### Clock distribution, run 1

Bar = 20 um.
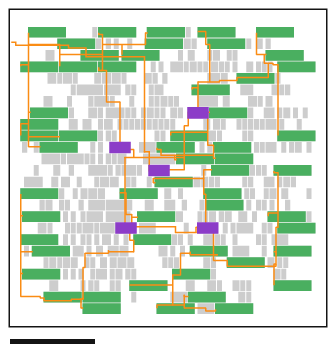
### Cell classes on the final placement, run 1

Bar = 20 um.
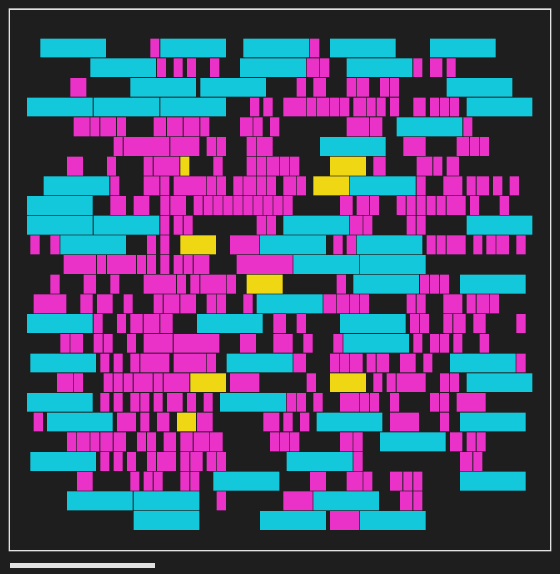
### Clock wiring as the flow saved it, run 1

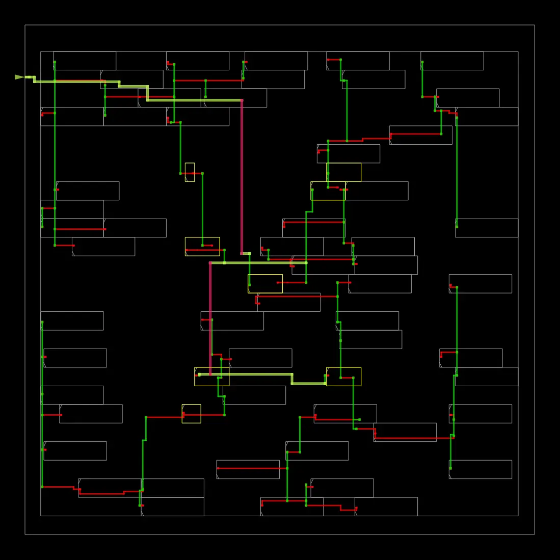
### Logic cells by family, run 1

Bar = 20 um.
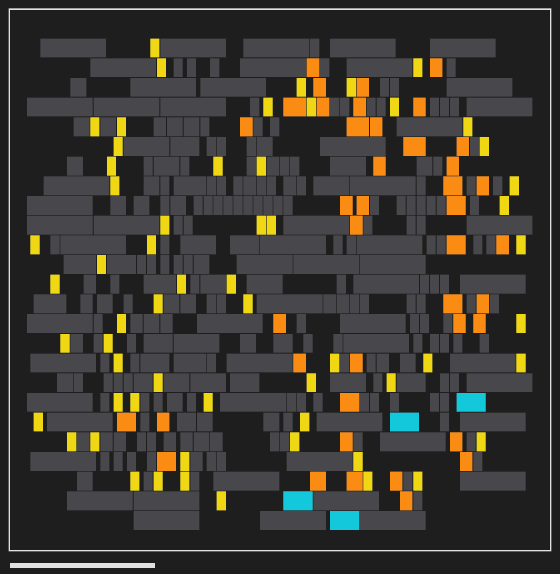
--- config.mk ---
export PLATFORM = sky130hd
export DESIGN_NAME = seg_display_scanner
export DESIGN_NICKNAME = d
export VERILOG_FILES = /design/src/rtl/seg_display_scanner.sv
export SDC_FILE = /design/constraint.sdc
export NUM_CORES = 1
export LEC_CHECK = 0
export ABC_AREA = 1
export CAP_MARGIN = 25
export CORE_MARGIN = 2
export CORE_UTILIZATION = 60
export CTS_CLUSTER_DIAMETER = 40
export DETAILED_ROUTE_END_ITERATION = 12
export DONT_BUFFER_PORTS = 1
export HOLD_SLACK_MARGIN = 0.08
export PLACE_DENSITY = 0.76
export SLEW_MARGIN = 15
export SYNTH_ARGS = -nofsm -noshare
export SYNTH_HDL_FRONTEND = slang
export SYNTH_SLANG_ARGS = --single-unit
--- constraint.sdc ---
create_clock -name CLK -period 5.5 [get_ports CLK]
set_clock_uncertainty 0.05 [all_clocks]
set_input_delay 1.65 -clock CLK [delete_from_list [all_inputs] [get_ports CLK]]
set_output_delay 1.65 -clock CLK [all_outputs]
set_load 0.01 [all_outputs]
--- src/rtl/seg_display_scanner.sv ---
// Multiplexed 7-segment scanner: one shared BCD decoder, one-hot anodes, blanking between slots,
// leading-zero suppression and a frame-synchronous LOAD/LOAD_ACK value update.
module seg_display_scanner #(
  parameter int DIGITS_N     = 4,
  parameter int PRESCALE     = 1000,
  parameter int BLANK_CYCLES = 2
) (
  input  logic                    CLK,
  input  logic                    RST,
  input  logic                    LOAD,
  input  logic [4*DIGITS_N-1:0]   VALUE,
  input  logic                    LZ_EN,
  output logic                    LOAD_ACK,
  output logic [3:0]              NUMBER,
  output logic [DIGITS_N-1:0]     AN,
  output logic                    FRAME_DONE,
  output logic                    BAD_DIGIT
);

  localparam int SLOT_W = (PRESCALE > 1) ? $clog2(PRESCALE) : 1;
  localparam int DIG_W  = (DIGITS_N > 1) ? $clog2(DIGITS_N) : 1;
  localparam logic [SLOT_W-1:0] SLOT_LAST  = SLOT_W'(PRESCALE - 1);
  localparam logic [SLOT_W-1:0] SLOT_BLANK = SLOT_W'(BLANK_CYCLES);
  localparam logic [DIG_W-1:0]  DIG_LAST   = DIG_W'(DIGITS_N - 1);

  typedef enum logic {ST_BLANK = 1'b0, ST_SHOW = 1'b1} slot_state_t;

  logic [SLOT_W-1:0]     r_slot;
  logic [DIG_W-1:0]      r_digit;
  logic [4*DIGITS_N-1:0] r_active;
  logic [4*DIGITS_N-1:0] r_pending;
  logic                  r_pend_vld;

  logic                  w_last_slot;
  logic                  w_commit;
  logic [SLOT_W-1:0]     w_slot_nxt;
  logic [DIG_W-1:0]      w_digit_nxt;
  logic [4*DIGITS_N-1:0] w_active_nxt;
  logic [4*DIGITS_N-1:0] w_pending_nxt;
  logic                  w_pend_vld_nxt;
  slot_state_t           w_state_nxt;
  logic [3:0]            w_nibble;
  logic                  w_bad;
  logic                  w_hide;
  logic [DIGITS_N-1:0]   w_an_nxt;
  logic [3:0]            w_num_nxt;
  logic                  w_fd_nxt;

  // Digit d is a leading zero when it and every more significant nibble are zero (never digit 0).
  function automatic logic lz_blank(input logic [4*DIGITS_N-1:0] v, input logic [DIG_W-1:0] d);
    logic upper_zero;
    logic res;
    upper_zero = 1'b1;
    res        = 1'b0;
    for (int k = DIGITS_N - 1; k >= 1; k--) begin
      upper_zero = upper_zero & (v[4*k +: 4] == 4'd0);
      if (d == DIG_W'(k)) res = upper_zero;
    end
    return res;
  endfunction

  always_comb begin
    w_last_slot    = (r_slot == SLOT_LAST);
    w_commit       = w_last_slot && (r_digit == DIG_LAST);
    w_slot_nxt     = w_last_slot ? '0 : r_slot + 1'b1;
    w_digit_nxt    = r_digit;
    if (w_last_slot) w_digit_nxt = (r_digit == DIG_LAST) ? '0 : r_digit + 1'b1;

    w_active_nxt   = r_active;
    w_pending_nxt  = r_pending;
    w_pend_vld_nxt = r_pend_vld;
    if (w_commit) begin
      // A LOAD landing on the commit edge is newer than anything pending, so it goes straight in.
      if (LOAD)            w_active_nxt = VALUE;
      else if (r_pend_vld) w_active_nxt = r_pending;
      w_pend_vld_nxt = 1'b0;
    end else if (LOAD) begin
      w_pending_nxt  = VALUE;
      w_pend_vld_nxt = 1'b1;
    end

    // Outputs are computed from next-cycle state so the registered pins line up with the counters.
    w_state_nxt = (w_slot_nxt < SLOT_BLANK) ? ST_BLANK : ST_SHOW;
    w_nibble    = 4'd0;
    for (int k = 0; k < DIGITS_N; k++) begin
      if (w_digit_nxt == DIG_W'(k)) w_nibble = w_active_nxt[4*k +: 4];
    end
    w_bad     = (w_nibble > 4'd9);
    w_hide    = w_bad || (LZ_EN && lz_blank(w_active_nxt, w_digit_nxt));
    w_num_nxt = w_hide ? 4'd0 : w_nibble;
    w_an_nxt  = '0;
    if ((w_state_nxt == ST_SHOW) && !w_hide) w_an_nxt = DIGITS_N'(1) << w_digit_nxt;
    w_fd_nxt  = (w_slot_nxt == SLOT_LAST) && (w_digit_nxt == DIG_LAST);
  end

  always_ff @(posedge CLK or negedge RST) begin
    if (!RST) begin
      r_slot     <= '0;
      r_digit    <= '0;
      r_active   <= '0;
      r_pending  <= '0;
      r_pend_vld <= 1'b0;
      AN         <= '0;
      NUMBER     <= 4'd0;
      LOAD_ACK   <= 1'b0;
      FRAME_DONE <= 1'b0;
      BAD_DIGIT  <= 1'b0;
    end else begin
      r_slot     <= w_slot_nxt;
      r_digit    <= w_digit_nxt;
      r_active   <= w_active_nxt;
      r_pending  <= w_pending_nxt;
      r_pend_vld <= w_pend_vld_nxt;
      AN         <= w_an_nxt;
      NUMBER     <= w_num_nxt;
      LOAD_ACK   <= LOAD;
      FRAME_DONE <= w_fd_nxt;
      BAD_DIGIT  <= w_bad;
    end
  end

endmodule

==> job_summary.md, run 1 <==
### Flow metrics

| Metric | Value |
|---|---|
| Logic area | `1330 um^2` |
| Cell-internal power | `0.000544 W` |
| Io pins | `31` |
| # diodes | `0` |
| Pin count of the biggest net entering global routing | `about 57` |
| Run status | `completed` |
| Met3 Resource Use GR | `approximately 4.6%` |
| Flip-flops with a built-in enable | `0` |
| CTS buffer count | `5` |
| Worst rel slew slack | `roughly 46%` |
| Post-Route M1 WL | `2660 um` |
| Largest cell class by area | `sequential cells` |
| WP data arrival | `approximately 2.9 ns` |
| Min-Delay Startpoint | `r_pending[12]` |
| Cells after DPL | `between 400 and 500` |
| Register-to-register setup slack | `~3.2 ns` |
| Seq group | `0.000434 W` |
| DIE AREA | `5570 um^2` |
| Worst hold slack | `0.448 ns` |
| Comb pwr share | `5.4%` |
| Hold Buf Count CTS | `0` |
| Seq area share | `44.8%` |
| Met2 wire len | `2890 um` |
| GR Util met2 | `around two fifths` |
| Total Power | `~0.0007 W` |
| Worst EP required | `about 5.7 ns` |
| Die x size | `~75 um` |
| P&R area growth vs syn | `4.56%` |
| Ys async rst share | `100%` |
| Post-place setup slack | `approximately 2.5 ns` |
| Tool Warnings | `27` |
| Pwr dens | `225 nW/um^2` |
| Max FO, Critical Path | `9` |
| Clock power frac | `32.8%` |
| CP Launch Point | `LOAD` |
| Number of global-route vias before repair | `roughly 2200` |
| DR iter-0 viols | `between 150 and 200` |
About 'Clock distribution':
[orange] clock wires | length: 607 um
[purple] clock drivers | count: 5
[green] flip-flops | count: 56
flops lie: all over the die
routed clock nets: 6

About 'Cell classes on the final placement':
[cyan] sequential cells | cells: 56
[yellow] clock drivers and dummy loads | cells: 8
[magenta] combinational and other logic | cells: 315

About 'Clock wiring as the flow saved it':
Sink Count: 56
Clock Latency Late Sink: 0.31 ns
clock buffers: 7
Seq cells: 56
Clk power: 0.000231 W

About 'Logic cells by family':
[cyan] mux cells | cells: 4 | most used: mux2_2
[orange] aoi and oai cells | cells: 41 | most used: o21ai_0
[yellow] inv cells | cells: 59 | most used: inv_1 | where: all over the die

### Floorplan with the power grid, run 1

Pins as bars on the die edge. Tap cells in gray.
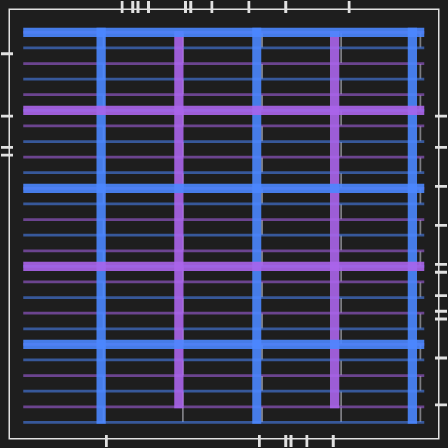

==> run 2, diff against run 1 <==
CORE_UTILIZATION = 57   (was 60)
PLACE_DENSITY = 0.75   (was 0.76)
clock period = 2.38 ns   (was 5.5 ns; I/O delays follow)
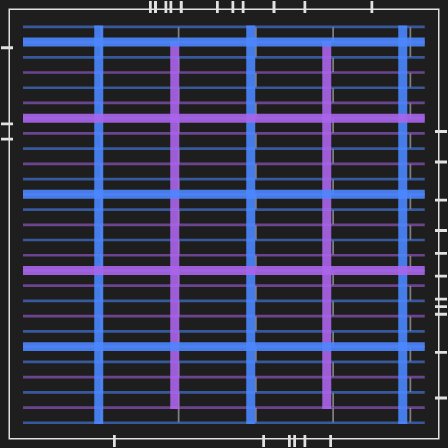
*Floorplan with the power grid, run 2*
Pins as bars on the die edge. Tap cells in gray.
[blue] VSS
[purple] VDD
tap cells: 70
met1 rails: 27
met5 straps: 5

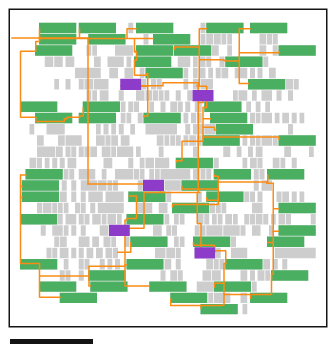
*Clock distribution, run 2*
Bar = 20 um.
[green] flip-flops | count: 56
[orange] clock wires | length: 633 um
[purple] clock drivers | count: 5
flops lie: all over the die
routed clock nets: 6

==> run 2 against run 1 <==
Hold slack got worse by 0.26 ns. Wire length is 4.0% higher. Worst setup slack got worse by 2.6 ns. Design area up 1.6%. Die area rose by 5.0%. Power grew 130%. Critical path type is now flop to flop. Highest routed layer unchanged.
==> job_summary.md, run 2 <==
### Flow metrics

| Metric | Value |
|---|---|
| Run status | `completed (unchanged)` |
| Ys async rst share | `100% (unchanged)` |
| Clock Latency Late Sink | `0.31 ns (about the same)` |
| GR Util met2 | `37.4% (was 38.5%)` |
| Pin count of the biggest net entering global routing | `57 (unchanged)` |
| Largest cell class by area | `sequential cells (unchanged)` |
| CTS buffer count | `5 (unchanged)` |
| Reg power frac | `62.5% (was 61.8%)` |
| Post-synth seq share | `46.8% (unchanged)` |
| Post-place setup slack | `0.182 ns (was 2.47 ns)` |
| Hold Buf Count CTS | `1 (was 0)` |
| Number of global-route vias before repair | `2279 (was 2210)` |
| # diodes | `0 (unchanged)` |
| Met2 wire len | `2890 um (about the same)` |
| Comb area leader | `simple AND/OR/NAND/NOR gates (unchanged)` |
| Seq area share | `44.1% (was 44.8%)` |
| DIE AREA | `5840 um^2 (was 5570 um^2)` |
| Post-Route M1 WL | `2770 um (was 2660 um)` |
| Cells after DPL | `442 (was 438)` |
| Clock power frac | `30.6% (was 32.8%)` |
| Cell-internal power | `0.00123 W (was 0.000544 W)` |
| Met3 Resource Use GR | `4.62% (was 4.55%)` |
| DR iter-0 viols | `155 (was 151)` |
| CP Launch Point | `r_slot[0] (was LOAD)` |
| Seq group | `0.00100 W (was 0.000434 W)` |
| Htree depth | `2 (unchanged)` |
| Total Power | `0.00161 W (was 0.000703 W)` |
| Tool Warnings | `27 (unchanged)` |
| Worst rel slew slack | `72.9% (was 45.9%)` |
| Max FO, Critical Path | `5 (was 9)` |
| WP data arrival | `2.34 ns (was 2.91 ns)` |
| Flip-flops with a built-in enable | `0 (unchanged)` |
| Pwr dens | `505 nW/um^2 (was 225 nW/um^2)` |
| Clock buffers | `6 (was 7)` |
| Clk buf depth | `2 (unchanged)` |
| Fp util | `58.9% (was 62.9%)` |
| Sink Count | `56 (unchanged)` |
| Seq cells | `56 (unchanged)` |
| Die x size | `76.4 um (was 74.6 um)` |
| YS chip area | `2990 um^2 (unchanged)` |
| Logic area | `1340 um^2 (was 1330 um^2)` |
| Worst hold slack | `0.190 ns (was 0.448 ns)` |
| Register-to-register setup slack | `0.18 ns (was 3.21 ns)` |
| Io pins | `31 (unchanged)` |
| Worst EP required | `2.52 ns (was 5.69 ns)` |
| Clk power | `0.000492 W (was 0.000231 W)` |
| P&R area growth vs syn | `6.23% (was 4.56%)` |
Power and IR drop assume default switching activity.
